## config.mk

```make
export PLATFORM = sky130hd
export DESIGN_NAME = pwm_gen
export DESIGN_NICKNAME = d
export VERILOG_FILES = /design/src/rtl/pwm_gen.sv
export SDC_FILE = /design/constraint.sdc
export NUM_CORES = 1
export LEC_CHECK = 0
export CAP_MARGIN = 40
export CORE_MARGIN = 1.5
export CORE_UTILIZATION = 40
export CTS_CLUSTER_DIAMETER = 200
export DETAILED_ROUTE_END_ITERATION = 8
export GPL_TIMING_DRIVEN = 0
export HOLD_SLACK_MARGIN = 0.1
export PLACE_DENSITY_LB_ADDON = 0.08
export SYNTH_ARGS = -nofsm -noshare
export SYNTH_HDL_FRONTEND = slang
export SYNTH_SLANG_ARGS = --single-unit
```

## constraint.sdc

```tcl
create_clock -name sysclk -period 5.45 [get_ports sysclk]
set_input_delay 1.09 -clock sysclk [delete_from_list [all_inputs] [get_ports sysclk]]
set_output_delay 1.09 -clock sysclk [all_outputs]
set_load 0.005 [all_outputs]
```

## src/rtl/pwm_gen.sv

```systemverilog
// PWM generator with prescaled period counter, ramped compare value and a
// four-state status machine (IDLE / RAMP_UP / RUN / RAMP_DOWN).
// The compare value only moves at period boundaries so every PWM period is
// glitch-free; an emergency stop clears the drive immediately.
module pwm_gen #(
    parameter int PRESCALE  = 100,
    parameter int PERIOD    = 100,
    parameter int DUTY1     = 30,
    parameter int DUTY2     = 60,
    parameter int DUTY3     = 90,
    parameter int RAMP_STEP = 5
) (
    input  logic       sysclk,
    input  logic       i_reset,
    input  logic [1:0] i_pwm_duty,
    input  logic       i_stop,
    output logic       o_pwm,
    output logic       o_period_tick,
    output logic       o_busy,
    output logic [1:0] o_state
);

    // Counter widths: cmp must be able to hold PERIOD itself (100 % duty).
    localparam int CW = $clog2(PERIOD + 1);
    localparam int PW = (PRESCALE > 1) ? $clog2(PRESCALE) : 1;

    localparam logic [CW-1:0] PERIOD_M1 = CW'(PERIOD - 1);
    localparam logic [PW-1:0] PRESC_M1  = PW'(PRESCALE - 1);
    localparam logic [31:0]   STEP32    = 32'(RAMP_STEP);

    typedef enum logic [1:0] {
        ST_IDLE      = 2'b00,
        ST_RAMP_UP   = 2'b01,
        ST_RUN       = 2'b10,
        ST_RAMP_DOWN = 2'b11
    } state_e;

    // Map the duty code onto its compare target.
    function automatic logic [CW-1:0] duty_target(input logic [1:0] code);
        logic [CW-1:0] t;
        case (code)
            2'b01:   t = CW'(DUTY1);
            2'b10:   t = CW'(DUTY2);
            2'b11:   t = CW'(DUTY3);
            default: t = {CW{1'b0}};
        endcase
        return t;
    endfunction

    // One ramp step towards the target. Done in 32 bits so cmp+STEP cannot
    // wrap; clamping to the target keeps the result within 0..PERIOD.
    function automatic logic [CW-1:0] ramp_next(input logic [CW-1:0] cur,
                                                input logic [CW-1:0] tgt);
        logic [31:0] c32;
        logic [31:0] t32;
        logic [31:0] r32;
        c32 = 32'(cur);
        t32 = 32'(tgt);
        if (c32 < t32) begin
            if ((t32 - c32) <= STEP32) begin
                r32 = t32;
            end else begin
                r32 = c32 + STEP32;
            end
        end else if (c32 > t32) begin
            if ((c32 - t32) <= STEP32) begin
                r32 = t32;
            end else begin
                r32 = c32 - STEP32;
            end
        end else begin
            r32 = c32;
        end
        return CW'(r32);
    endfunction

    // Status derived from the (already updated) compare value and target.
    function automatic state_e classify(input logic [CW-1:0] cmp,
                                        input logic [CW-1:0] tgt);
        state_e s;
        if ((cmp == {CW{1'b0}}) && (tgt == {CW{1'b0}})) begin
            s = ST_IDLE;
        end else if (cmp < tgt) begin
            s = ST_RAMP_UP;
        end else if (cmp > tgt) begin
            s = ST_RAMP_DOWN;
        end else begin
            s = ST_RUN;
        end
        return s;
    endfunction

    logic [PW-1:0] presc_q, presc_d;
    logic [CW-1:0] cnt_q, cnt_d;
    logic [CW-1:0] cmp_q, cmp_d;
    logic [CW-1:0] target_q, target_d;
    state_e        state_q, state_d;
    logic          pwm_q, pwm_d;
    logic          period_tick_q, period_tick_d;
    logic          busy_q, busy_d;
    logic          tick_s;
    logic          wrap_s;

    assign tick_s = (presc_q == PRESC_M1);
    // Period boundary: the tick on which cnt goes from PERIOD-1 back to 0.
    assign wrap_s = tick_s && (cnt_q == PERIOD_M1);

    // Prescaler and free-running period counter (never paused by stop).
    always_comb begin
        presc_d = presc_q;
        cnt_d   = cnt_q;
        if (tick_s) begin
            presc_d = {PW{1'b0}};
            if (cnt_q == PERIOD_M1) begin
                cnt_d = {CW{1'b0}};
            end else begin
                cnt_d = cnt_q + CW'(1'b1);
            end
        end else begin
            presc_d = presc_q + PW'(1'b1);
        end
    end

    // Target capture, compare ramp and state update; stop overrides the ramp.
    always_comb begin
        target_d = duty_target(i_pwm_duty);
        cmp_d    = cmp_q;
        state_d  = state_q;
        if (i_stop) begin
            cmp_d   = {CW{1'b0}};
            state_d = ST_IDLE;
        end else if (wrap_s) begin
            cmp_d   = ramp_next(cmp_q, target_q);
            state_d = classify(cmp_d, target_q);
        end else begin
            cmp_d   = cmp_q;
            state_d = state_q;
        end
    end

    // Next values of the registered outputs.
    always_comb begin
        pwm_d         = (cnt_q < cmp_q);
        busy_d        = (cmp_q != target_q);
        period_tick_d = wrap_s;
    end

    // State registers with synchronous reset taking priority over everything.
    always_ff @(posedge sysclk) begin
        if (i_reset) begin
            presc_q       <= {PW{1'b0}};
            cnt_q         <= {CW{1'b0}};
            cmp_q         <= {CW{1'b0}};
            target_q      <= {CW{1'b0}};
            state_q       <= ST_IDLE;
            pwm_q         <= 1'b0;
            period_tick_q <= 1'b0;
            busy_q        <= 1'b0;
        end else begin
            presc_q       <= presc_d;
            cnt_q         <= cnt_d;
            cmp_q         <= cmp_d;
            target_q      <= target_d;
            state_q       <= state_d;
            pwm_q         <= pwm_d;
            period_tick_q <= period_tick_d;
            busy_q        <= busy_d;
        end
    end

    assign o_pwm         = pwm_q;
    assign o_period_tick = period_tick_q;
    assign o_busy        = busy_q;
    assign o_state       = state_q;

endmodule

```

run_1/port_nets.png
(6 px per um)
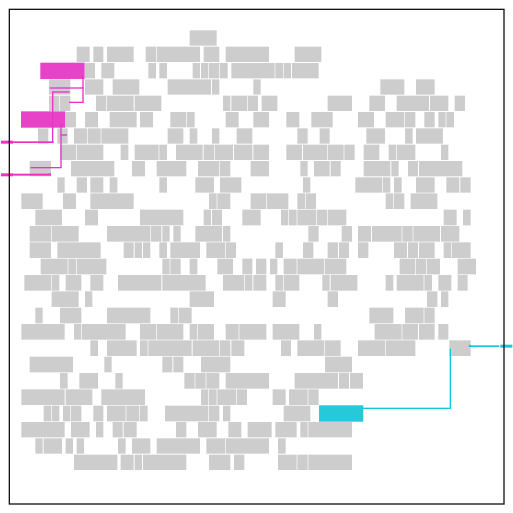
legend:
  cyan:
    port: `o_busy`
    direction: output
    edge: right
    end_cells: 1
    buffers: 1
    wire: 29.6 um
  magenta:
    port: `o_state`
    direction: output
    edge: left
    end_cells: 2
    buffers: 2
    wire: 50.0 um
# IOs: 10
PortBufs: 8

run_1/final_placement.png
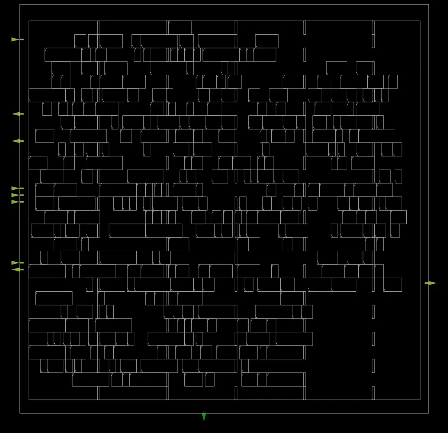
# fillers: 605
registers: 31

==> impl_metrics.tcl, run 1 <==
# implementation run metrics
set metrics [dict create \
    xor_area_frac 0.0698 \
    clk_pin_slew_ps 70 \
    edf_count 0 \
    crit_fanout 9 \
    ys_sh_aoi 0.182 \
    ant_nets 0 \
    ys_cells 310 \
    std_cell_rows 28 \
    crit_path_end_kind "flip-flop" \
    hold-path-cell-count 1 \
    min_period_ps 4820 \
    drv_cap 0 \
    stdcell_area_um2 2780 \
    topCellsByArea "dfxtp_1 25%, ha_1 16%, a21oi_1 5.2%" \
    drive_gt1_frac 0.0884 \
    clock_sinks 31 \
    start_kind "flip-flop" \
    overflow 0 \
    post-dp-hpwl_um 4740 \
    dr.pass1.iters 4 \
    ys_sh_adder 0.173 \
    finalClockPeriodUsage 0.884 \
    fin_nets 366 \
    met3_usage 0.0319 \
    max_freq_mhz 208 \
    cts_buffer_depth 2 \
    r2r_slack_ps 630 \
    vias_per_cell 5.45 \
    cellLeakagePower_nw 1.05 \
    cts_max_level 2 \
    instances_no_fill 403 \
    layout_top_cell "ha_1" \
    finalMaxSlewViolations 0 \
    logic_family "simple AND/OR/NAND/NOR gates" \
    simple_gate_share 0.242 \
    drcViolationCount 0 \
    worstHoldEndpoint "presc_q[0]$_SDFF_PP0_" \
    root_buffer "clkbuf_8" \
    r2r_start "cmp_q[3]$_SDFFE_PP0P_" \
    grt_start_max_net_pins 11 \
    criticalPathCategory "flip-flop to flip-flop" \
    setup_viol 0 \
    grt_usage 0.196 \
    fin_setup_tns_ps 0 \
    use_met1 0.271 \
    syn_nets 349 \
    warnings 37 \
    hold_class "flip-flop to flip-flop" \
    wl_per_cell_um 14.9 \
    synthToLayoutAreaGrowth_pct 11.0 \
    netlist_area_um2 2510 \
    die_area_um2 6760 \
    fp_util 0.419 \
    status "finished, final reports clean" \
    synth-main-ff-cell "dfxtp_1" \
    synth_cells 310 \
    grt_first_pass_wirelength_um 10000 \
    grt_pass1_vias 2022 \
    antenna_found_initial 0 \
    n_antenna_cell 0 \
    gp_congestion 0.841 \
    cts-resized-gates 0 \
    drt-initial-drc-count 122 \
    cts_setup_buffers 0 \
]
run_1/registers.png
(3 px per um) Other sequential cells in the stronger grey, the rest of the logic in the fainter grey.
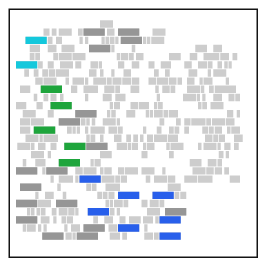
legend:
  blue:
    netlist_name: `cnt_q`
    sequential_cells: 7
    where: bottom middle
  green:
    netlist_name: `target_q`
    sequential_cells: 5
    where: left middle
  cyan:
    netlist_name: `o_state`
    sequential_cells: 2
not coloured: 17
register area: 621 um2
Seq power: 0.000237 W
final core utilization: 0.465

## run 1: worst max-delay path by stage
stage / from / depth (start not counted) / end / slack (ps)
after floorplan: cmp_q[3]$_SDFFE_PP0P_ / 22 / o_state[0]$_SDFFE_PP0P_ / 1450
after global placement: cmp_q[3]$_SDFFE_PP0P_ / 24 / o_state[0]$_SDFFE_PP0P_ / 760
after detailed placement: cmp_q[3]$_SDFFE_PP0P_ / 24 / o_state[0]$_SDFFE_PP0P_ / 680
after CTS: cmp_q[3]$_SDFFE_PP0P_ / 24 / o_state[0]$_SDFFE_PP0P_ / 640
after global routing: cmp_q[3]$_SDFFE_PP0P_ / 24 / o_state[0]$_SDFFE_PP0P_ / 150
final: cmp_q[3]$_SDFFE_PP0P_ / 24 / o_state[0]$_SDFFE_PP0P_ / 630
## run 1: metrics by stage
step,hold WS (ps),setup slack [ps]
after floorplan,430,1450
after CTS,468,641
final,466,631
after detailed placement,456,679
after global placement,448,755
after global routing,503,155
## run 1: power by group
part / internal [W] / leakage [nW] / switching (W) / total, W
clock network: 0.0000890 / 0.0412 / 0.0000854 / 0.000174
registers: 0.000231 / 0.252 / 0.00000580 / 0.000237
logic: 0.0000528 / 0.759 / 0.0000712 / 0.000124
## run 1: cell families after synthesis
family          after synthesis
fa+ha+maj                    34
xor+xnor                     20
buf+inv                      32
mux                           5
compound gates               70
flops                        31
simple gates                118
## run 1: synth_stat cells (3+ instances only)
cell type	number
nor2_1	32
nand4_1	4
xnor2_1	11
nand3_1	10
clkbuf_1	8
nor3_1	11
a211oi_1	9
nor2b_1	8
or3_1	5
mux2i_1	5
xor2_1	9
inv_1	18
o21ai_0	12
nand2_1	21
ha_1	33
a21oi_1	26
nand2b_1	9
o311ai_0	3
dfxtp_1	31
or4_1	3
buf_6	3
## run 1: critical path, cell delays in order, from the launching register on
cell and delay, ps:
dfxtp_1 330, clkbuf_1 320, inv_1 210, ha_1 350
buf_6 150, o21ai_0 80, a21oi_1 60, o311ai_0 340
o311ai_0 310, or2_1 290, clkbuf_8 160, nor2_1 90
a21oi_1 50, a211oi_1 540, ha_1 350, nor2b_1 130
o21ai_0 180, nand2b_1 80, a21oi_1 140, nor2b_1 50
o21ai_0 150, nand2b_1 90, nand4_1 90, o211ai_1 90
o21ai_1 120
## run 1: layout make-up
type | instances | area, um2
buffer | 14 | 98.8
clock buffer | 6 | 72.6
clock inverter | 2 | 12.5
fill | 605 | 3210
inverter | 18 | 67.6
multi-input combinational | 247 | 1720
sequential | 31 | 621
tap | 75 | 93.8
timing repair buffer | 10 | 96.3
## run 1: per-layer routing
metal	wire [um]	share of wire
met1	2880	0.48
met2	2700	0.45
met3	365	0.061
met4	74	0.012
met5	0	0
## run 1: flip-flops by register name, summed over array words and instances, names as in the netlist
register       cells
cmp_q              7
cnt_q              7
o_busy             1
o_period_tick      1
o_pwm              1
o_state            2
presc_q            7
target_q           5
run_1/clock_map.png
(3 px per um)
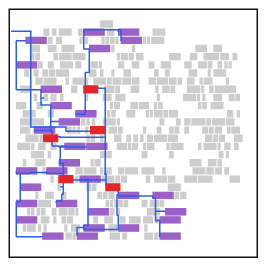

==> inputs of run 2 (changes only) <==
Settings changed: GPL_TIMING_DRIVEN 0 to unset.
run_2/clock_map.png
(3 px per um)
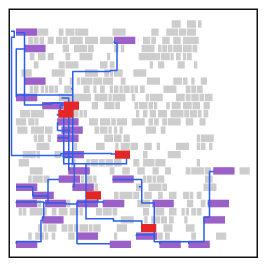
legend:
  purple:
    item: flip-flops
    count: 31
  blue:
    item: clock wires
    length: 547 um
  red:
    item: cells driving clock nets
    count: 5
routed clock nets: 6
clock skew: 8.48 ps
Clock power frac: 0.397
Clock Power: 0.000234 W

run_2/registers.png
(3 px per um) Other sequential cells in the stronger grey, the rest of the logic in the fainter grey.
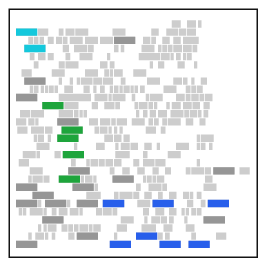
legend:
  blue:
    netlist_name: `cnt_q`
    sequential_cells: 7
  cyan:
    netlist_name: `o_state`
    sequential_cells: 2
  green:
    netlist_name: `target_q`
    sequential_cells: 5
    where: left middle
final core utilization: 0.459
sequential share of cell area: 0.226

==> impl_metrics.tcl, run 2 <==
# implementation run metrics
set metrics [dict create \
    status "finished, final reports clean" \
    syn_area_per_cell_um2 8.09 \
    crit_path_top_delay_cell "dfxtp_1" \
    routed_wl_um 6130 \
    drt-initial-drc-count 156 \
    largest_area_cell "dfxtp_1" \
    required_ps 5680 \
    die_w_um 82.2 \
    grt_first_pass_wirelength_um 9720 \
    ys_top_cells_by_count "33 x ha_1, 32 x nor2_1, 31 x dfxtp_1, 26 x a21oi_1, 21 x nand2_1" \
    dr.pass1.iters 4 \
    std_cell_rows 28 \
    topCellsByArea "dfxtp_1 25%, ha_1 16%, a21oi_1 5.2%" \
    layout_top_cell "ha_1" \
    core-area_um2 5990 \
    cts_buffer_depth 2 \
    synth-main-ff-cell "dfxtp_1" \
    antenna_found_initial 0 \
    cellLeakagePower_nw 1.05 \
    clock_sinks 31 \
    synthDistinctLibCells 49 \
    placed_cells 386 \
    wl_per_cell_um 15.5 \
    numCtsBuffers 5 \
    synth_seq_share 0.247 \
    edf_count 0 \
    portBuffers 9 \
    top_area_frac 0.247 \
    start_kind "flip-flop" \
    yosysMostFrequentCell "ha_1" \
    hold-path-cell-count 2 \
    n_antenna_cell 0 \
    cts_max_level 2 \
    finalMaxSlewViolations 0 \
    synth.ff_latch_count 31 \
    netlist_area_um2 2510 \
    root_buffer "clkbuf_8" \
    overflow 0 \
    r2r_start "cmp_q[3]$_SDFFE_PP0P_" \
    grt_usage 0.195 \
    die_area_um2 6760 \
    warnings 37 \
    grt_start_max_net_pins 19 \
    path_buffers 1 \
    largestRegisters "cmp_q: 7 flops, cnt_q: 7 flops, presc_q: 7 flops" \
    clk_pin_slew_ps 80 \
    cp_slowest_stage_delay_ps 520 \
    io_pins 10 \
    worstHoldEndpoint "o_state[1]$_SDFFE_PP0P_" \
    placed_area_um2 2640 \
    drive_gt1_frac 0.0878 \
    maxSlewHeadroom 0.567 \
    drv_cap 0 \
    synth_cells 310 \
    max_freq_mhz 226 \
    syn_nets 349 \
    min_period_ps 4430 \
    setup_viol 0 \
    drcViolationCount 0 \
    detailroute.via_count 2156 \
    criticalPathCategory "flip-flop to flip-flop" \
    synthToLayoutAreaGrowth_pct 9.68 \
    ys_cells 310 \
    path_cells "inv_1, ha_1, nand3_1, o21bai_1, o311ai_0, o311ai_0, or2_1, nor2_1, a21oi_1, a211oi_1, ha_1, nor2b_1, o21ai_0, nand2b_1, a21oi_1, nor2b_1, o21ai_0, nand2b_1, nand4_1, o211ai_1, o21ai_1" \
    pwr_density_cell_nw_per_um2 215 \
    fin_setup_tns_ps 0 \
    vias_per_cell 5.47 \
    stdcell_area_um2 2750 \
    clk_latency_ps 290 \
    ant_nets 0 \
    hold_class "flip-flop to flip-flop" \
    instances_no_fill 394 \
    crit_path_end_kind "flip-flop" \
    crit_fanout 10 \
    crit_family "AND-OR/OR-AND gates" \
    gp_congestion 0.914 \
    grt_pass1_vias 1912 \
    tightest_slew_ps 648 \
    fin_nets 357 \
    r2r-end "o_state[0]$_SDFFE_PP0P_" \
    finalClockPeriodUsage 0.813 \
    yosys_area_um2 2510 \
    post-dp-hpwl_um 4610 \
    ir_drop_v 0.000201 \
    cts_setup_buffers 0 \
    cts_tree "done" \
    fp_util 0.419 \
    r2r_slack_ps 1020 \
    lay_top_cells "33 x ha_1, 32 x nor2_1, 31 x dfxtp_1" \
    cts-resized-gates 0 \
]
[run 2: area by class of cell]
class                   instances  area [um2]
clock inverters                 3        43.8
flip-flops and latches         31         621
repair buffers                 15         135
fillers                       611        3240
clock buffers                   5        68.8
inverters                      18        67.6
well taps                      75        93.8
multi-input cells             247        1720
[run 2: through the flow]
step                hold slack, ps  setup slack [ps]
floorplan                      430              1450
detailed placement             452              1060
global route                   481               562
finish                         462              1020
CTS                            460              1040
global placement               446              1050
[run 2: worst reg2reg max path, cell delays in order, from the launching register on]
cell and delay [ps]:
dfxtp_1 520, inv_1 190, ha_1 490, nand3_1 150, o21bai_1 210, o311ai_0 90, o311ai_0 260, or2_1 400
nor2_1 150, a21oi_1 50, a211oi_1 460, ha_1 330, nor2b_1 130, o21ai_0 140, nand2b_1 70, a21oi_1 130
nor2b_1 50, o21ai_0 150, nand2b_1 90, nand4_1 90, o211ai_1 80, o21ai_1 120
[run 2: cell families after synthesis]
logic type | Yosys count | synth area share
AND-OR/OR-AND | 70 | 0.182
XOR/XNOR | 20 | 0.0698
adder cells (fa/ha/maj) | 34 | 0.173
buffers and inverters | 32 | 0.0663
flip-flops | 31 | 0.247
multiplexers | 5 | 0.0200
AND/OR/NAND/NOR | 118 | 0.242
[run 2: how the worst max path moves through the flow]
stage / startpoint / to / slack, ps / depth (start not counted)
floorplan: cmp_q[3]$_SDFFE_PP0P_ / o_state[0]$_SDFFE_PP0P_ / 1450 / 22
global placement: cmp_q[3]$_SDFFE_PP0P_ / o_state[0]$_SDFFE_PP0P_ / 1050 / 21
detailed placement: cmp_q[3]$_SDFFE_PP0P_ / o_state[0]$_SDFFE_PP0P_ / 1060 / 21
CTS: cmp_q[3]$_SDFFE_PP0P_ / o_state[0]$_SDFFE_PP0P_ / 1040 / 21
global route: cmp_q[3]$_SDFFE_PP0P_ / o_state[0]$_SDFFE_PP0P_ / 560 / 21
finish: cmp_q[3]$_SDFFE_PP0P_ / o_state[0]$_SDFFE_PP0P_ / 1020 / 21
[run 2: where the power goes]
part | switching [W] | internal, W | total, W | leakage, nW
registers | 0.00000557 | 0.000231 | 0.000237 | 0.252
clock network | 0.0000983 | 0.000136 | 0.000234 | 0.0581
logic | 0.0000685 | 0.0000508 | 0.000119 | 0.738
[run 2: layer usage]
layer  up-vias  wire (um)  track usage
met1       976       2920        0.260
li1       1111          -            -
met2        56       2760        0.297
met4         0        128       0.0949
met5         -          0            0
met3        13        312       0.0429
run_2/port_nets.png
(6 px per um)
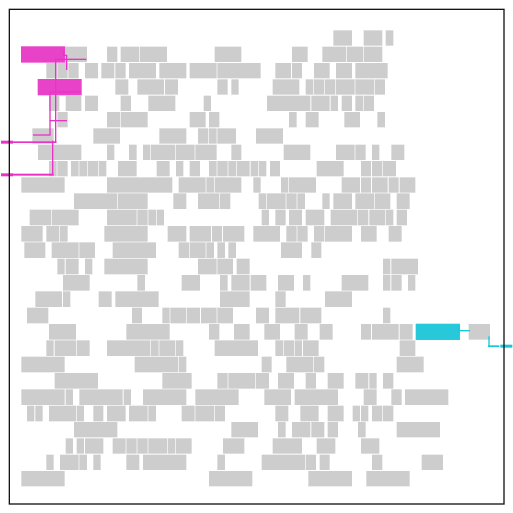

==> inputs of run 3 (changes only) <==
Clock period 5.45 ns to 3.9 ns, I/O delays scaled along.
run_3/port_nets.png
(6 px per um)
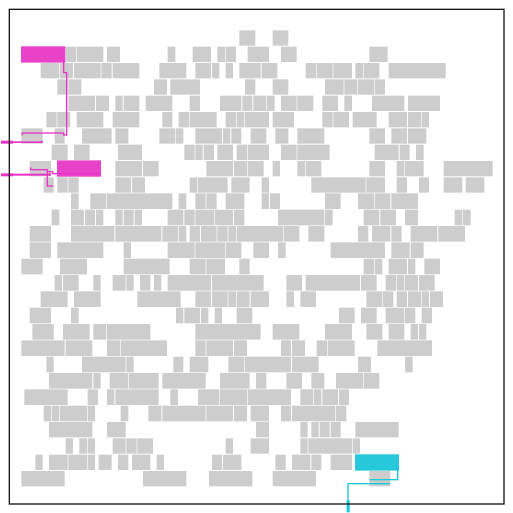
legend:
  magenta:
    port: `o_state`
    direction: output
    edge: left
    end_cells: 2
    buffers: 2
    wire: 48.3 um
  cyan:
    port: `o_busy`
    direction: output
    edge: bottom
    end_cells: 1
    buffers: 1
    wire: 16.4 um
PortBufs: 9

run_3/cell_classes.png
(3 px per um)
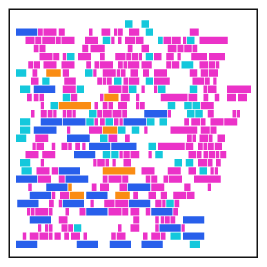
legend:
  cyan:
    class: other buffers and delay cells
    cells: 50
    share_of_their_area: 13%
  blue:
    class: flip-flops
    cells: 31
    share_of_their_area: 21%
  orange:
    class: clock drivers and dummy loads
    cells: 8
    share_of_their_area: 4.3%
  magenta:
    class: all other logic
    cells: 265
    share_of_their_area: 62%
sequential share of cell area: 0.201
final core utilization: 0.526

==> impl_metrics.tcl, run 3 <==
# implementation run metrics
set metrics [dict create \
    grt_usage 0.215 \
    setup_viol 0 \
    root_buffer "clkbuf_8" \
    drcViolationCount 0 \
    cts_buffer_depth 2 \
    finalClockSkew_ps 4.61 \
    hold_class "flip-flop to flip-flop" \
    drive_gt1_frac 0.254 \
    clk_pin_slew_ps 70 \
    syn_nets 349 \
    synthToLayoutAreaGrowth_pct 25.5 \
    met3_wirelength_um 341 \
    fillerInstances 561 \
    pwr_density_cell_nw_per_um2 297 \
    fp_util 0.419 \
    grt_start_max_net_pins 19 \
    drv_cap 0 \
    cts_max_level 2 \
    core-area_um2 5990 \
    instances_no_fill 429 \
    antenna_found_initial 0 \
    ant_nets 0 \
    numCtsBuffers 5 \
    yosys_area_um2 2510 \
    top_area_frac 0.247 \
    finalClockPeriodUsage 0.960 \
    post-place-ws_ps 105 \
    io_pins 10 \
    synthDistinctLibCells 49 \
    gp_congestion 0.927 \
    tightest_slew_ps 651 \
    warnings 37 \
    highest_layer "met4" \
    layout_top_cell "buf_4" \
    required_ps 4070 \
    wl_met2_um 3030 \
    wl_per_cell_um 16.1 \
    criticalPathCategory "flip-flop to flip-flop" \
    ys_top_cells_by_count "33 x ha_1, 32 x nor2_1, 31 x dfxtp_1, 26 x a21oi_1, 21 x nand2_1" \
    drt-initial-drc-count 152 \
    cellLeakagePower_nw 1.24 \
    clk_latency_ps 280 \
    synth_cells 310 \
    overflow 0 \
    min_period_ps 3750 \
    topCellsByArea "dfxtp_1 25%, ha_1 16%, a21oi_1 5.2%" \
    edf_count 0 \
    routed_wl_um 6890 \
    status "finished, final reports clean" \
    largest_area_cell "dfxtp_1" \
    crit_path_end_kind "flip-flop" \
    dr.pass1.iters 5 \
    vias_per_cell 5.59 \
    largestRegisters "cmp_q: 7 flops, cnt_q: 7 flops, presc_q: 7 flops" \
    yosysMostFrequentCell "ha_1" \
    met1_length_um 3350 \
    max_freq_mhz 267 \
    std_cell_rows 28 \
    n_antenna_cell 0 \
    netlist_area_um2 2510 \
    cp-endpoint "o_state[0]$_SDFFE_PP0P_" \
    synth-main-ff-cell "dfxtp_1" \
    r2r-end "o_state[0]$_SDFFE_PP0P_" \
    r2r_start "target_q[2]$_SDFF_PP0_" \
    ys_cells 310 \
    clock_sinks 31 \
    lay_top_cells "39 x buf_4, 31 x nor2_1, 28 x ha_1" \
    cp-startpoint "target_q[2]$_SDFF_PP0_" \
    fin_nets 392 \
    worstPathArrival_ps 3910 \
    maxSlewHeadroom 0.565 \
    ir_drop_v 0.000217 \
    detailroute.via_count 2396 \
    grt_first_pass_wirelength_um 10800 \
    die_w_um 82.2 \
    post-dp-hpwl_um 5120 \
    cts_tree "done" \
    start_kind "flip-flop" \
    finalMaxSlewViolations 0 \
    r2r_slack_ps 150 \
    syn_area_per_cell_um2 8.09 \
    synth.ff_latch_count 31 \
    synth_seq_share 0.247 \
    setup_ws_ps 154 \
    crit_fanout 5 \
    placed_cells 415 \
    fin_setup_tns_ps 0 \
]
==> run 3: cell count changes in the layout (fill, tap and decap cells not counted), sizes merged <==
| cell | delta |
|---|---|
| buf | +35 |
| bufinv | +1 |
| clkbuf | +1 |
| clkinv | -2 |
==> run 3: logic make-up after synthesis <==
logic type,share of synthesized area
buffers and inverters,0.0663
AND/OR/NAND/NOR,0.242
multiplexers,0.0200
adder cells (fa/ha/maj),0.173
XOR/XNOR,0.0698
flip-flops,0.247
AND-OR/OR-AND,0.182
==> run 3: area by class of cell <==
| cell class | count | area, um2 | share of cell area |
|---|---|---|---|
| repair buffers | 50 | 399 | 0.127 |
| inverters | 18 | 67.6 | 0.0215 |
| flip-flops and latches | 31 | 633 | 0.201 |
| clock buffers | 6 | 72.6 | 0.0230 |
| multi-input cells | 247 | 1820 | 0.579 |
| clock inverters | 2 | 60.1 | 0.0191 |
| well taps | 75 | 93.8 | 0.0298 |
==> run 3: how the worst min path moves through the flow <==
stage | cells after the start | from | slack (ps) | to
floorplan | 1 | presc_q[0]$_SDFF_PP0_ | 430 | presc_q[0]$_SDFF_PP0_
global placement | 1 | presc_q[0]$_SDFF_PP0_ | 450 | presc_q[0]$_SDFF_PP0_
detailed placement | 1 | presc_q[0]$_SDFF_PP0_ | 460 | presc_q[0]$_SDFF_PP0_
CTS | 2 | o_state[0]$_SDFFE_PP0P_ | 470 | o_state[0]$_SDFFE_PP0P_
global route | 1 | presc_q[0]$_SDFF_PP0_ | 520 | presc_q[0]$_SDFF_PP0_
finish | 1 | presc_q[0]$_SDFF_PP0_ | 460 | presc_q[0]$_SDFF_PP0_
==> run 3: per-stage QoR <==
step	hold slack [ps]	area [um2]
after floorplan	430	2510
after global placement	448	2860
after detailed placement	456	2860
after CTS	471	2990
after global routing	518	3150
final	463	3150
==> run 3: critical path, cell delays in order (launching register included) <==
cell and delay, ps:
dfxtp_2 400, ha_4 230, buf_4 140, nand2b_1 110
a21oi_2 80, or4_4 500, a311oi_4 330, buf_6 170
mux2i_2 220, nor2_2 50, a211oi_2 210, inv_1 70
ha_1 170, nor2b_1 100, o21ai_0 80, nand2b_1 80
a21oi_1 60, nor2b_1 110, o21ai_1 60, nand2b_1 90
nand4_1 100, o211ai_1 190, o21ai_1 70
==> run 3: layer usage <==
| layer | vias up | GRT usage |
|---|---|---|
| met5 | - | 0 |
| met4 | 0 | 0.0881 |
| met3 | 16 | 0.0451 |
| met2 | 88 | 0.322 |
| met1 | 1103 | 0.299 |
| li1 | 1189 | - |
==> run 3: power by group <==
| group | internal, W | switching (W) | total (W) |
|---|---|---|---|
| registers | 0.000323 | 0.00000907 | 0.000332 |
| clock network | 0.000255 | 0.000122 | 0.000377 |
| logic | 0.000110 | 0.000117 | 0.000226 |
| total | 0.000688 | 0.000248 | 0.000936 |
==> run 3: what timing repair did <==
item | 4_1_cts | 5_1_grt
endpoints found under the setup margin | 0 | 2
setup buffers | 0 | 5
resized | 0 | 35
Power figures rest on the tool's default switching activity, not on a simulated workload.
